==> src/rtl/cpu_pkg.sv <==
// Shared CPU package: register-file index/data types and the zero-register index.
package cpu_pkg;
  localparam logic [4:0] REG_ZERO = 5'd31;
  localparam int         DATA_W   = 64;

  typedef logic [4:0]  reg_idx_t;
  typedef logic [63:0] xword_t;
endpackage

==> src/rtl/wb_regfile_if.sv <==
// MEM/WB writeback + ID read-port bundle for the architectural register file.
// master = pipeline side (WB/ID), slave = register file.
interface wb_regfile_if import cpu_pkg::*; #(
  parameter int DW    = DATA_W,
  parameter int CNT_W = 32
);
  logic             WbRegWrite;
  reg_idx_t         WbAw;
  logic [DW-1:0]    WbDataToReg;
  reg_idx_t         IdAa;
  reg_idx_t         IdAb;
  logic [DW-1:0]    IdDa;
  logic [DW-1:0]    IdDb;
  logic [CNT_W-1:0] WbRetired;

  modport master (
    output WbRegWrite, WbAw, WbDataToReg, IdAa, IdAb,
    input  IdDa, IdDb, WbRetired
  );

  modport slave (
    input  WbRegWrite, WbAw, WbDataToReg, IdAa, IdAb,
    output IdDa, IdDb, WbRetired
  );
endinterface

==> src/rtl/wb_regfile_decoder.sv <==
// Write-enable decoder: one-hot of WbAw gated by WbRegWrite; the XZR slot never fires.
module wb_write_decoder import cpu_pkg::*; #(
  parameter int NREG = 32
) (
  input  logic            we,
  input  reg_idx_t        aw,
  output logic [NREG-1:0] wen
);
  // One-hot select, with the zero register masked so its writes are dropped.
  always_comb begin
    wen = '0;
    if (we) wen[aw] = 1'b1;
    wen[REG_ZERO] = 1'b0;
  end
endmodule

==> src/rtl/wb_regfile_register.sv <==
// Generic enabled register with async active-high clear.
module register #(
  parameter int N = 64
) (
  input  logic         clk,
  input  logic         reset,
  input  logic         en,
  input  logic [N-1:0] d,
  output logic [N-1:0] q
);
  // Load d when enabled; reset clears immediately.
  always_ff @(posedge clk or posedge reset) begin
    if (reset)   q <= '0;
    else if (en) q <= d;
  end
endmodule

==> src/rtl/wb_regfile.sv <==
// wb_regfile: 32 x DW LEGv8 register file, XZR hardwired to zero, one WB write
// port, two combinational ID read ports, and a retired-write counter.
// Optional macro WB_BYPASS_EN: same-cycle write-through from WB to the read ports.
module wb_regfile import cpu_pkg::*; #(
  parameter int DW    = DATA_W,
  parameter int NREG  = 32,
  parameter int CNT_W = 32
) (
  input logic         clk,
  input logic         reset,
  wb_regfile_if.slave bus
);
  logic [NREG-1:0]         wen;
  logic [NREG-1:0][DW-1:0] rdata;
  logic [CNT_W-1:0]        cnt_q;
  logic [DW-1:0]           da, db;

  wb_write_decoder #(.NREG(NREG)) u_dec (
    .we  (bus.WbRegWrite),
    .aw  (bus.WbAw),
    .wen (wen)
  );

  // Storage for X0..X30; XZR has no storage and reads as zero.
  for (genvar i = 0; i < NREG - 1; i++) begin : g_reg
    register #(.N(DW)) u_reg (
      .clk   (clk),
      .reset (reset),
      .en    (wen[i]),
      .d     (bus.WbDataToReg),
      .q     (rdata[i])
    );
  end
  assign rdata[NREG-1] = '0;

  // Retired-write counter; wraps silently at 2^CNT_W.
  register #(.N(CNT_W)) u_cnt (
    .clk   (clk),
    .reset (reset),
    .en    (|wen),
    .d     (cnt_q + 1'b1),
    .q     (cnt_q)
  );

  // Read muxes, followed by the optional write-through bypass.
  always_comb begin
    da = rdata[bus.IdAa];
    db = rdata[bus.IdAb];
`ifdef WB_BYPASS_EN
    if (bus.WbRegWrite && bus.WbAw != REG_ZERO && bus.WbAw == bus.IdAa) da = bus.WbDataToReg;
    if (bus.WbRegWrite && bus.WbAw != REG_ZERO && bus.WbAw == bus.IdAb) db = bus.WbDataToReg;
`else
`endif
  end

  assign bus.IdDa      = da;
  assign bus.IdDb      = db;
  assign bus.WbRetired = cnt_q;
endmodule
==> src/flat_wrapper.sv <==
// flat-port wrapper written by rule: the top's interface ports become plain ports
module wb_regfile_flat import cpu_pkg::*;
#(
  parameter int DW    = DATA_W,
  parameter int NREG  = 32,
  parameter int CNT_W = 32
)
  (clk, reset, bus_WbRegWrite, bus_WbAw, bus_WbDataToReg, bus_IdAa, bus_IdAb, bus_IdDa, bus_IdDb, bus_WbRetired);
  wb_regfile_if #(.DW(DW), .CNT_W(CNT_W)) bus_i ();
  input logic clk;
  input logic reset;
  input wire logic [$bits(bus_i.WbRegWrite)-1:0] bus_WbRegWrite;
  input wire logic [$bits(bus_i.WbAw)-1:0] bus_WbAw;
  input wire logic [$bits(bus_i.WbDataToReg)-1:0] bus_WbDataToReg;
  input wire logic [$bits(bus_i.IdAa)-1:0] bus_IdAa;
  input wire logic [$bits(bus_i.IdAb)-1:0] bus_IdAb;
  output wire logic [$bits(bus_i.IdDa)-1:0] bus_IdDa;
  output wire logic [$bits(bus_i.IdDb)-1:0] bus_IdDb;
  output wire logic [$bits(bus_i.WbRetired)-1:0] bus_WbRetired;
  assign bus_i.WbRegWrite = bus_WbRegWrite;
  assign bus_i.WbAw = bus_WbAw;
  assign bus_i.WbDataToReg = bus_WbDataToReg;
  assign bus_i.IdAa = bus_IdAa;
  assign bus_i.IdAb = bus_IdAb;
  assign bus_IdDa = bus_i.IdDa;
  assign bus_IdDb = bus_i.IdDb;
  assign bus_WbRetired = bus_i.WbRetired;
  wb_regfile #(.DW(DW), .NREG(NREG), .CNT_W(CNT_W)) u_core (.clk(clk), .reset(reset), .bus(bus_i));
endmodule
==> config.mk <==
export PLATFORM = sky130hd
export DESIGN_NAME = wb_regfile_flat
export DESIGN_NICKNAME = d
export VERILOG_FILES = /design/src/rtl/cpu_pkg.sv /design/src/rtl/wb_regfile_if.sv /design/src/rtl/wb_regfile_decoder.sv /design/src/rtl/wb_regfile_register.sv /design/src/rtl/wb_regfile.sv /design/src/flat_wrapper.sv
export SDC_FILE = /design/constraint.sdc
export NUM_CORES = 2
export LEC_CHECK = 0
export CELL_PAD_IN_SITES_DETAIL_PLACEMENT = 0
export CELL_PAD_IN_SITES_GLOBAL_PLACEMENT = 1
export CORE_MARGIN = 3
export CORE_UTILIZATION = 39
export DETAILED_ROUTE_END_ITERATION = 6
export GPL_ROUTABILITY_DRIVEN = 0
export PLACE_DENSITY_LB_ADDON = 0.1
export REMOVE_ABC_BUFFERS = 1
export SYNTH_ARGS = -nofsm -noshare
export SYNTH_HDL_FRONTEND = slang
export SYNTH_SLANG_ARGS = --single-unit
==> constraint.sdc <==
create_clock -name clk -period 84.6 [get_ports clk]
set_input_delay 25.38 -clock clk [delete_from_list [all_inputs] [get_ports clk]]
set_output_delay 25.38 -clock clk [all_outputs]
set_load 0.02 [all_outputs]
==> results_dict.tcl <==
# yosys + openroad results
set metrics [dict create \
    crit_arrival_ns 31.09 \
    finalCriticalPeriod_ns 56.47 \
    die_h_um 527 \
    power_density_mw_per_mm2 24.2 \
    syn_avg_cell_area_um2 14.3 \
    worstPathMaxFanout 67 \
    ctsHtreeMaxLevel 4 \
    pre_cts_slack_ns 28.21 \
    grt_antenna_before_repair 23 \
    final_common_cell "dfrtp_1" \
    drive_gt1_share_pct 42.4 \
    finalSetupViolCount 0 \
    r2r_slack_ns 82.67 \
    drt-initial-drc-count 5584 \
    wl_per_cell_um 34.2 \
    cts_resized 0 \
    crit_buf_inv 6 \
    grt_pass1_vias 71900 \
    edf_count 0 \
    worstSetupEndpointType "output port" \
    slew_viol_final 0 \
    core_util_floorplan_pct 39.4 \
    dr.pass1.iters 5 \
    hold_buffers 0 \
    clk_pin_slew_worst_paths_ns 0.06 \
    slew_headroom_pct 19.6 \
    ys_async_sr_fraction_pct 100 \
    grt_pass1_wl_mm 542 \
    status "finished, final reports clean" \
    cpLargestDelayFamily "buffers and inverters" \
    io_buffers 241 \
    power.leakage_nw 51.0 \
    fmax_mhz 17.7 \
    grt_max_degree 149 \
    ys_seq_share_pct 47.6 \
]
==> kinds of logic after synthesis <==
family                     count (synthesis)  synth area share (%)
AOI/OAI and AO/OA                        764                  5.40
xor gates and xnor gates                  31                 0.256
adders and majority gates                  1                0.0118
buffers and inverters                    806                  3.39
DFF                                     2016                  47.6
muxes                                   3262                  40.7
and+or+nand+nor                          520                  2.65
==> worst paths after layout <==
kind                                                start                                  endpoint  cells after the start
hold reg to reg            u_core.u_cnt.q[31]$_DFFE_PP0P_            u_core.u_cnt.q[31]$_DFFE_PP0P_                      1
setup / recovery                              bus_IdAa[2]                              bus_IdDa[45]                      9
max in group asynchronous                           reset  u_core.g_reg[19].u_reg.q[35]$_DFFE_PP0P_                      7
hold / removal             u_core.u_cnt.q[31]$_DFFE_PP0P_            u_core.u_cnt.q[31]$_DFFE_PP0P_                      1
min in group asynchronous                           reset  u_core.g_reg[15].u_reg.q[26]$_DFFE_PP0P_                      2
setup reg to reg            u_core.u_cnt.q[3]$_DFFE_PP0P_            u_core.u_cnt.q[23]$_DFFE_PP0P_                      5
==> metrics by stage <==
step / utilization (%) / cell area [um^2]
floorplan: - / 102000
global placement: 41.3 / 111000
detailed placement: 41.3 / 111000
CTS: 44.1 / 119000
global route: 44.1 / 119000
finish: 44.1 / 119000
==> state kept, by name, indices dropped and copies added (netlist names) <==
register	cells
u_core.u_cnt.q	32
u_core.g.u_reg.q	1984
==> layout make-up <==
class / count / share of cell area [%]
flip-flops and latches: 2016 / 42.5
clock buffers: 366 / 6.01
repair buffers: 411 / 3.24
diodes: 7 / 0.0148
well taps: 3552 / 3.74
multi-input cells: 4578 / 44.1
clock inverters: 49 / 0.374
inverters: 2 / 0.0126
==> worst reg2reg max path: stages, from the launching register on <==
cell and delay [ns]:
dfrtp_1 0.49, nand4_1 0.17, nor2_1 0.42, and4_1 0.44, nand4_1 0.15, xnor2_1 0.15
==> per-layer routing <==
| metal | GRT usage (%) | wire length [um] | vias up |
|---|---|---|---|
| met1 | 37.5 | 168000 | 38200 |
| li1 | - | - | 28300 |
| met3 | 3.85 | 18800 | 601 |
| met4 | 7.90 | 12200 | 4 |
| met2 | 42.7 | 177000 | 2085 |
| met5 | 0 | 26 | - |
==> cell usage after synthesis, types with 21 or more instances <==
| cell type | instances | area, um^2 |
|---|---|---|
| dfrtp_1 | 2016 | 50400 |
| mux2_2 | 1909 | 21500 |
| mux4_2 | 644 | 14500 |
| mux2i_1 | 633 | 6340 |
| a22oi_1 | 504 | 3780 |
| clkbuf_1 | 426 | 1600 |
| buf_2 | 320 | 1600 |
| o211ai_1 | 250 | 1880 |
| nand2_1 | 149 | 559 |
| nand3_1 | 138 | 691 |
| nand4_1 | 137 | 857 |
| mux2_1 | 76 | 856 |
| xnor2_1 | 26 | 228 |
| buf_1 | 24 | 90.1 |
| buf_4 | 21 | 158 |
==> power breakdown <==
group / internal, W / switching, W / leakage [nW] / total [W]
registers: 0.00115 / 0.000139 / 25.8 / 0.00129
logic: 0.000325 / 0.000246 / 21.4 / 0.000570
clock network: 0.000594 / 0.000420 / 3.75 / 0.00101
total: 0.00207 / 0.000804 / 51.0 / 0.00288
**Clock network drawn from the DEF**

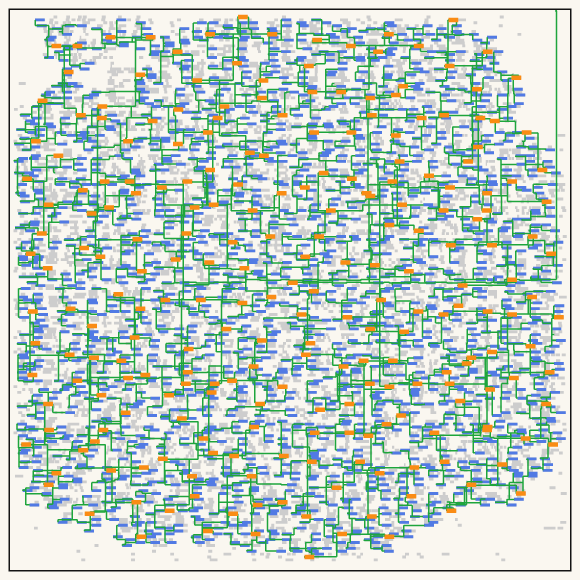
- flip-flops: blue (count 2,016)
- clock wires: green (length 29.9 mm)
- clock-net drivers: orange (count 239)
- routed clock nets: 240
- flops lie: spread over the die

**Signal wires by layer**

Two of the layers only.
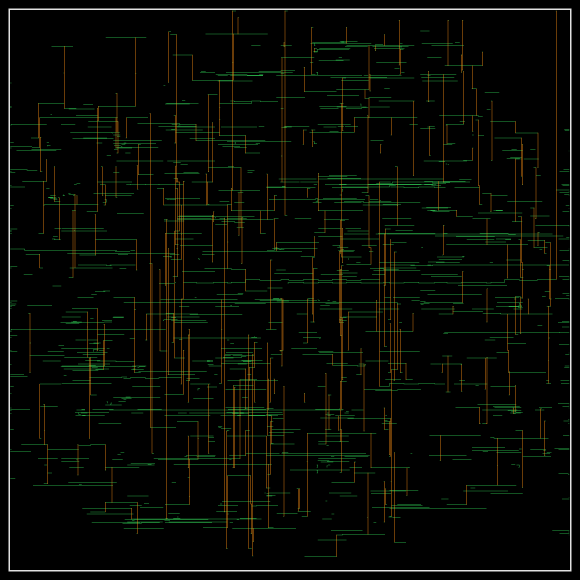
- M3: green (wire length 18,800 um)
- M4: orange (wire length 12,200 um)

**Placement by cell class**

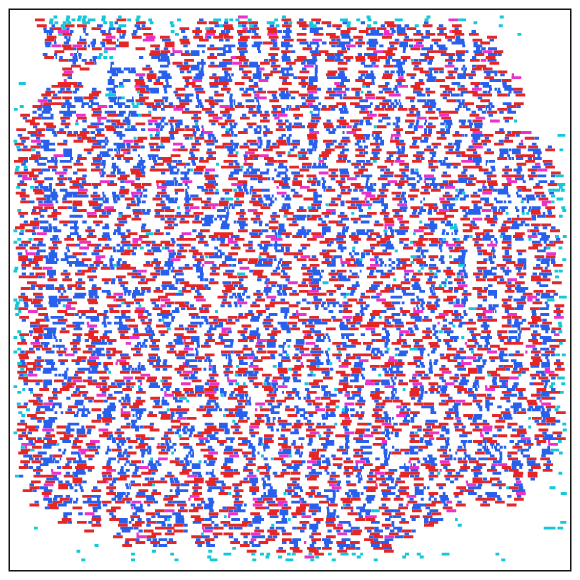
- remaining buffers and delay cells: cyan (cells 411; share of their area 3.4%)
- registers: red (cells 2,016; share of their area 44%)
- clock drivers and dummy loads: magenta (cells 415; share of their area 6.6%)
- remaining logic cells: blue (cells 4,580; share of their area 46%)

No activity file was given, so power comes from the tool's default toggle rates.
